`src/rtl/conv_group_sched.sv`:
```
// Sequencer for the P-lane convolution datapath: loads x over a stream, issues
// grouped MAC schedules, then drains y while the next x vector may be loading.
module conv_group_sched #(
    parameter int LENX    = 8,
    parameter int LENF    = 4,
    parameter int P       = 3,
    parameter int ADDRX   = 3,
    parameter int ADDRF   = 2,
    parameter int SIZE    = LENX - LENF + 1,
    parameter int LOGSIZE = 3
) (
    input  logic               clk,
    input  logic               reset,
    input  logic               s_valid_x,
    output logic               s_ready_x,
    output logic               x_wr_en,
    output logic [ADDRX-1:0]   x_wr_addr,
    output logic [ADDRX-1:0]   x_rd_base,
    output logic [ADDRF-1:0]   f_rd_addr,
    output logic [P-1:0]       clr_acc,
    output logic [P-1:0]       en_acc,
    output logic               y_wr_en,
    output logic [LOGSIZE-1:0] y_wr_addr,
    output logic [P-1:0]       y_lane_mask,
    output logic [LOGSIZE-1:0] y_rd_addr,
    output logic               m_valid_y,
    input  logic               m_ready_y
);

    localparam int NG  = (SIZE + P - 1) / P;
    localparam int XCW = $clog2(LENX + 1);
    localparam int CW  = $clog2(LENF + 2);
    localparam int GW  = (NG > 1) ? $clog2(NG) : 1;

    localparam logic [XCW-1:0]     X_FULL     = XCW'(LENX);
    localparam logic [CW-1:0]      C_ISSUE    = CW'(LENF);
    localparam logic [CW-1:0]      C_ISSUE_HI = CW'(LENF - 1);
    localparam logic [CW-1:0]      C_LAST     = CW'(LENF + 1);
    localparam logic [GW-1:0]      G_LAST     = GW'(NG - 1);
    localparam logic [LOGSIZE-1:0] RD_LAST    = LOGSIZE'(SIZE - 1);

    typedef enum logic [1:0] {
        LOAD,
        COMPUTE,
        DRAIN
    } state_e;

    state_e               state_q, state_d;
    logic [XCW-1:0]       x_cnt_q, x_cnt_d;
    logic [CW-1:0]        c_q, c_d;
    logic [GW-1:0]        g_q, g_d;
    logic [LOGSIZE-1:0]   rd_idx_q, rd_idx_d;
    logic                 data_ok_q, data_ok_d;

    logic [LOGSIZE-1:0]   base;
    logic [P-1:0]         mask;
    logic [CW-1:0]        c_issue;
    logic                 in_compute;
    logic                 y_hs;

    // Group geometry: lanes past the last output are masked off.
    always_comb begin
        base = LOGSIZE'(int'(g_q) * P);
        for (int i = 0; i < P; i++) begin
            mask[i] = (int'(g_q) * P + i) < SIZE;
        end
    end

    always_comb begin
        in_compute  = (state_q == COMPUTE);
        s_ready_x   = (x_cnt_q < X_FULL) && (state_q != COMPUTE);
        x_wr_en     = s_valid_x && s_ready_x;
        x_wr_addr   = x_cnt_q[ADDRX-1:0];
        // Addresses hold the last issued tap during the accumulate/write tail.
        c_issue     = (c_q < C_ISSUE) ? c_q : C_ISSUE_HI;
        f_rd_addr   = ADDRF'(c_issue);
        x_rd_base   = ADDRX'(int'(base) + int'(c_issue));
        clr_acc     = (in_compute && c_q == '0) ? '1 : '0;
        en_acc      = (in_compute && c_q != '0 && c_q <= C_ISSUE) ? mask : '0;
        y_wr_en     = in_compute && (c_q == C_LAST);
        y_wr_addr   = base;
        y_lane_mask = y_wr_en ? mask : '0;
        y_rd_addr   = rd_idx_q;
        m_valid_y   = (state_q == DRAIN) && data_ok_q;
        y_hs        = m_valid_y && m_ready_y;
    end

    // NOTE: every next-state variable gets a default before any branch, so no path leaves it unassigned and no latch is inferred.
    always_comb begin
        state_d   = state_q;
        x_cnt_d   = x_cnt_q;
        c_d       = c_q;
        g_d       = g_q;
        rd_idx_d  = rd_idx_q;
        data_ok_d = data_ok_q;

        if (x_wr_en) begin
            x_cnt_d = x_cnt_q + XCW'(1);
        end

        case (state_q)
            LOAD: begin
                if (x_cnt_q == X_FULL) begin
                    state_d = COMPUTE;
                end
            end
            COMPUTE: begin
                if (c_q == C_LAST) begin
                    c_d = '0;
                    if (g_q == G_LAST) begin
                        g_d       = '0;
                        x_cnt_d   = '0;
                        data_ok_d = 1'b0;
                        state_d   = DRAIN;
                    end else begin
                        g_d = g_q + GW'(1);
                    end
                end else begin
                    c_d = c_q + CW'(1);
                end
            end
            DRAIN: begin
                // y read latency is one cycle, so valid follows each new address by one cycle.
                if (!data_ok_q) begin
                    data_ok_d = 1'b1;
                end
                if (y_hs) begin
                    data_ok_d = 1'b0;
                    if (rd_idx_q == RD_LAST) begin
                        rd_idx_d = '0;
                        state_d  = (x_cnt_d == X_FULL) ? COMPUTE : LOAD;
                    end else begin
                        rd_idx_d = rd_idx_q + LOGSIZE'(1);
                    end
                end
            end
            default: state_d = LOAD;
        endcase
    end

    // NOTE: reset is in the sensitivity list so an abort takes effect without waiting for a clock edge.
    always_ff @(posedge clk or posedge reset) begin
        if (reset) begin
            state_q   <= LOAD;
            x_cnt_q   <= '0;
            c_q       <= '0;
            g_q       <= '0;
            rd_idx_q  <= '0;
            data_ok_q <= 1'b0;
        end else begin
            // NOTE: non-blocking updates keep every register sampling pre-edge values regardless of statement order.
            state_q   <= state_d;
            x_cnt_q   <= x_cnt_d;
            c_q       <= c_d;
            g_q       <= g_d;
            rd_idx_q  <= rd_idx_d;
            data_ok_q <= data_ok_d;
        end
    end

endmodule

```
`config.mk`:
```
export PLATFORM = sky130hd
export DESIGN_NAME = conv_group_sched
export DESIGN_NICKNAME = d
export VERILOG_FILES = /design/src/rtl/conv_group_sched.sv
export SDC_FILE = /design/constraint.sdc
export NUM_CORES = 1
export LEC_CHECK = 0
export CORE_MARGIN = 2
export CORE_UTILIZATION = 28
export CTS_CLUSTER_DIAMETER = 80
export DETAILED_ROUTE_END_ITERATION = 10
export HOLD_SLACK_MARGIN = 0.02
export PLACE_DENSITY = 0.63
export SYNTH_ARGS = -nofsm -noshare
export SYNTH_HDL_FRONTEND = slang
export SYNTH_SLANG_ARGS = --single-unit
```
`constraint.sdc`:
```
create_clock -name clk -period 1.4 [get_ports clk]
set_input_delay 0.14 -clock clk [delete_from_list [all_inputs] [get_ports clk]]
set_output_delay 0.14 -clock clk [all_outputs]
set_load 0.02 [all_outputs]
```
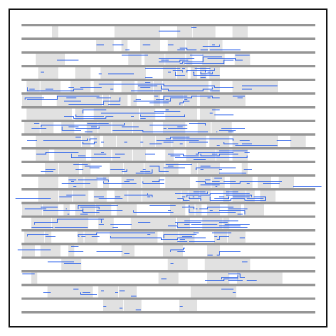
Run 1: met1 routing
Supply wires on this layer in gray.
The layer holds 40% of the routed length. The longest straight run is 16.6 um. 151 nets have wire on it. The wires run mostly horizontal. The layer carries 1100 um of wire.
WL final: 2740 um
M1 GR Usage: 0.160
via count of the routed design: 972

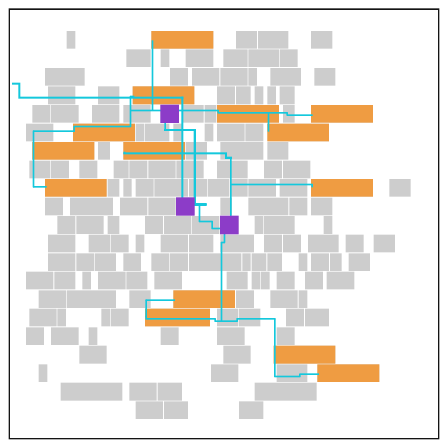
Run 1: routed clock nets over the placement
Purple is clock drivers, count 3. Cyan is clock wires, length 237 um. Orange is flip-flops, count 14.
There are 4 routed clock nets.

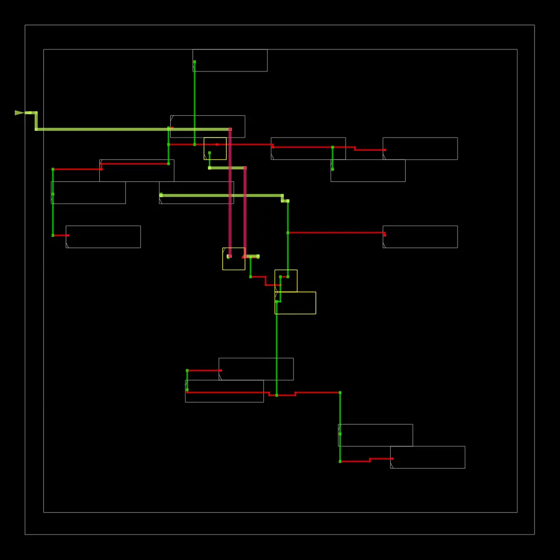
Run 1: the clock network
final-layout clock buffer total: 4
clock network power: 0.000304 W

==> reports/qor.csv, run 1 <==
stage,metric,value,unit
worst_setup_path,worstReg2RegEnd,x_cnt_q[0]$_DFF_PP0_,
global_routing,grt_overflow,0,
routing,met3_length,149,um
global_routing,grt_pass1_vias,989,
run_status,violations,negative setup slack,
clock_network,cts_hold_buf,0,
placed_design,post-place-ws,-655,ps
power,irDropWorstVdd,2.16,mV
finish,largest_register_ffs,4,
placed_design,placed_cell_area,0.00142,mm2
placed_design,gp_congestion,0.760,
die,die_h,62.9,um
timing,timing.hold.ws,139,ps
worst_setup_path,r2r_cells,9,
finish,layout.cells.non_filler,212,
worst_setup_path,start_kind,flip-flop,
finish,nNetsFinal,177,
synth,synthFlopType,dfrtp_1,
timing,setup_viol,27,
worst_setup_path,crit_top_cell,inv_2,
finish,logic_gates,65,
global_routing,grt_util_met3,0.0396,
clock_network,clk_latency,290,ps
synth,yosysUniqueCellTypes,36,
worst_setup_path,worst-path-stages,6,
finish,regArea,352,um2
power,powerDensity,2390,mW/mm2
global_routing,grt_use_total,0.142,
timing,hold_viol,0,
timing,grt_setup_unrepaired,yes,
run_status,run_status,"finished, violations left",
clock_network,cts.sinks,14,
clock_network,cts_tree,done,
power,power_combinational,0.00326,W
synth,top_area_cell,dfrtp_1,
routing,wl_met1,1100,um
power,combPwrFrac,0.771,
synth,fp_nets,115,
timing,fin_ws,-473,ps
==> run 2: changes to the inputs <==
- CELL_PAD_IN_SITES_DETAIL_PLACEMENT: unset -> 0
- CELL_PAD_IN_SITES_GLOBAL_PLACEMENT: unset -> 1
- CORE_MARGIN: 2 -> unset
- PLACE_DENSITY: 0.63 -> 0.78
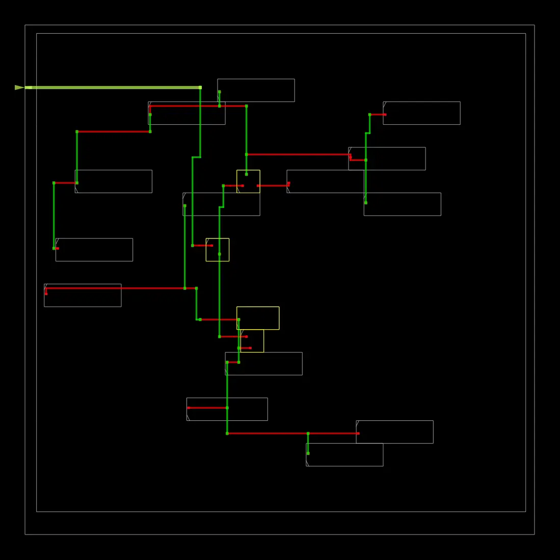
Run 2: the clock network
CTS buffer count: 3
Late-Pin Clk Latency: 280 ps

==> reports/qor.csv, run 2 <==
stage,metric,value,unit,change
run_status,run_status,"finished, violations left",,
run_status,violations,negative setup slack,,
worst_setup_path,r2r_cells,6,,-3
timing,fin_ws,-473,ps,+0.174 ps
power,power_combinational,0.00322,W,-1%
finish,regArea,352,um2,unchanged
synth,top_area_cell,dfrtp_1,,
synth,yosysUniqueCellTypes,36,,unchanged
synth,avgSynthCellArea,9.24,um2,
finish,fillers,323,,
power,powerDensity,2360,mW/mm2,-1.0%
clock_network,cts.sinks,14,,unchanged
global_routing,grt_overflow,0,,unchanged
power,switching_power,0.00175,W,
worst_setup_path,crit_slowest_cell,fa_1,,
finish,logic_gates,65,,unchanged
timing,max_freq,534,MHz,
worst_setup_path,start_kind,flip-flop,,
global_routing,grt_pass1_wl,4180,um,
routing,wl_met1,1070,um,-2.6%
clock_network,cts_hold_buf,0,,unchanged
global_routing,grt_use_total,0.157,,+0.0155
worst_setup_path,worst-path-buf-inv,3,,
power,irDropWorstVdd,1.63,mV,-25%
routing,drc,0,,
timing,grt_setup_unrepaired,yes,,
power,combPwrFrac,0.772,,about the same
synth,fp_nets,115,,unchanged
placed_design,gp_congestion,0.764,,+0.49%
timing,hold_viol,0,,unchanged
finish,layout.cells.non_filler,209,,-1.4%
timing,setup_viol,25,,-7.4%
clock_network,clockBufferDepth,2,,
finish,largest_register_ffs,4,,unchanged
job,maxCapViolCount,0,,
synth,synthFlopType,dfrtp_1,,
placed_design,post-place-ws,-656,ps,-1.31 ps
clock_network,cts_tree,done,,
worst_setup_path,worstReg2RegEnd,state_q[0]$_DFFE_PP0P_,,
finish,nNetsFinal,174,,-1.7%
die,fp_util,0.291,,
routing,postRouteWirelength,2530,um,-7.5%
global_routing,grt_pass1_vias,920,,-7.0%
global_routing,grt_util_met3,0.0277,,-0.0119
placed_design,placed_cell_area,0.00142,mm2,unchanged
die,die_h,60.9,um,-3.2%
worst_setup_path,worst-path-stages,6,,unchanged
worst_setup_path,crit_top_cell,inv_2,,
routing,met3_length,102,um,-32%
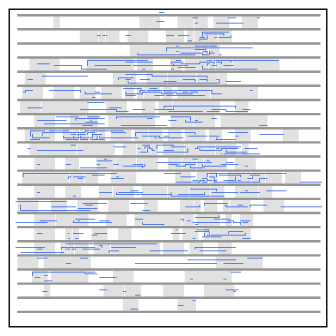
Run 2: met1 routing
Supply wires on this layer in gray.
via count of the routed design: 931
M1 GR Usage: 0.182

Power and IR drop assume default switching activity.
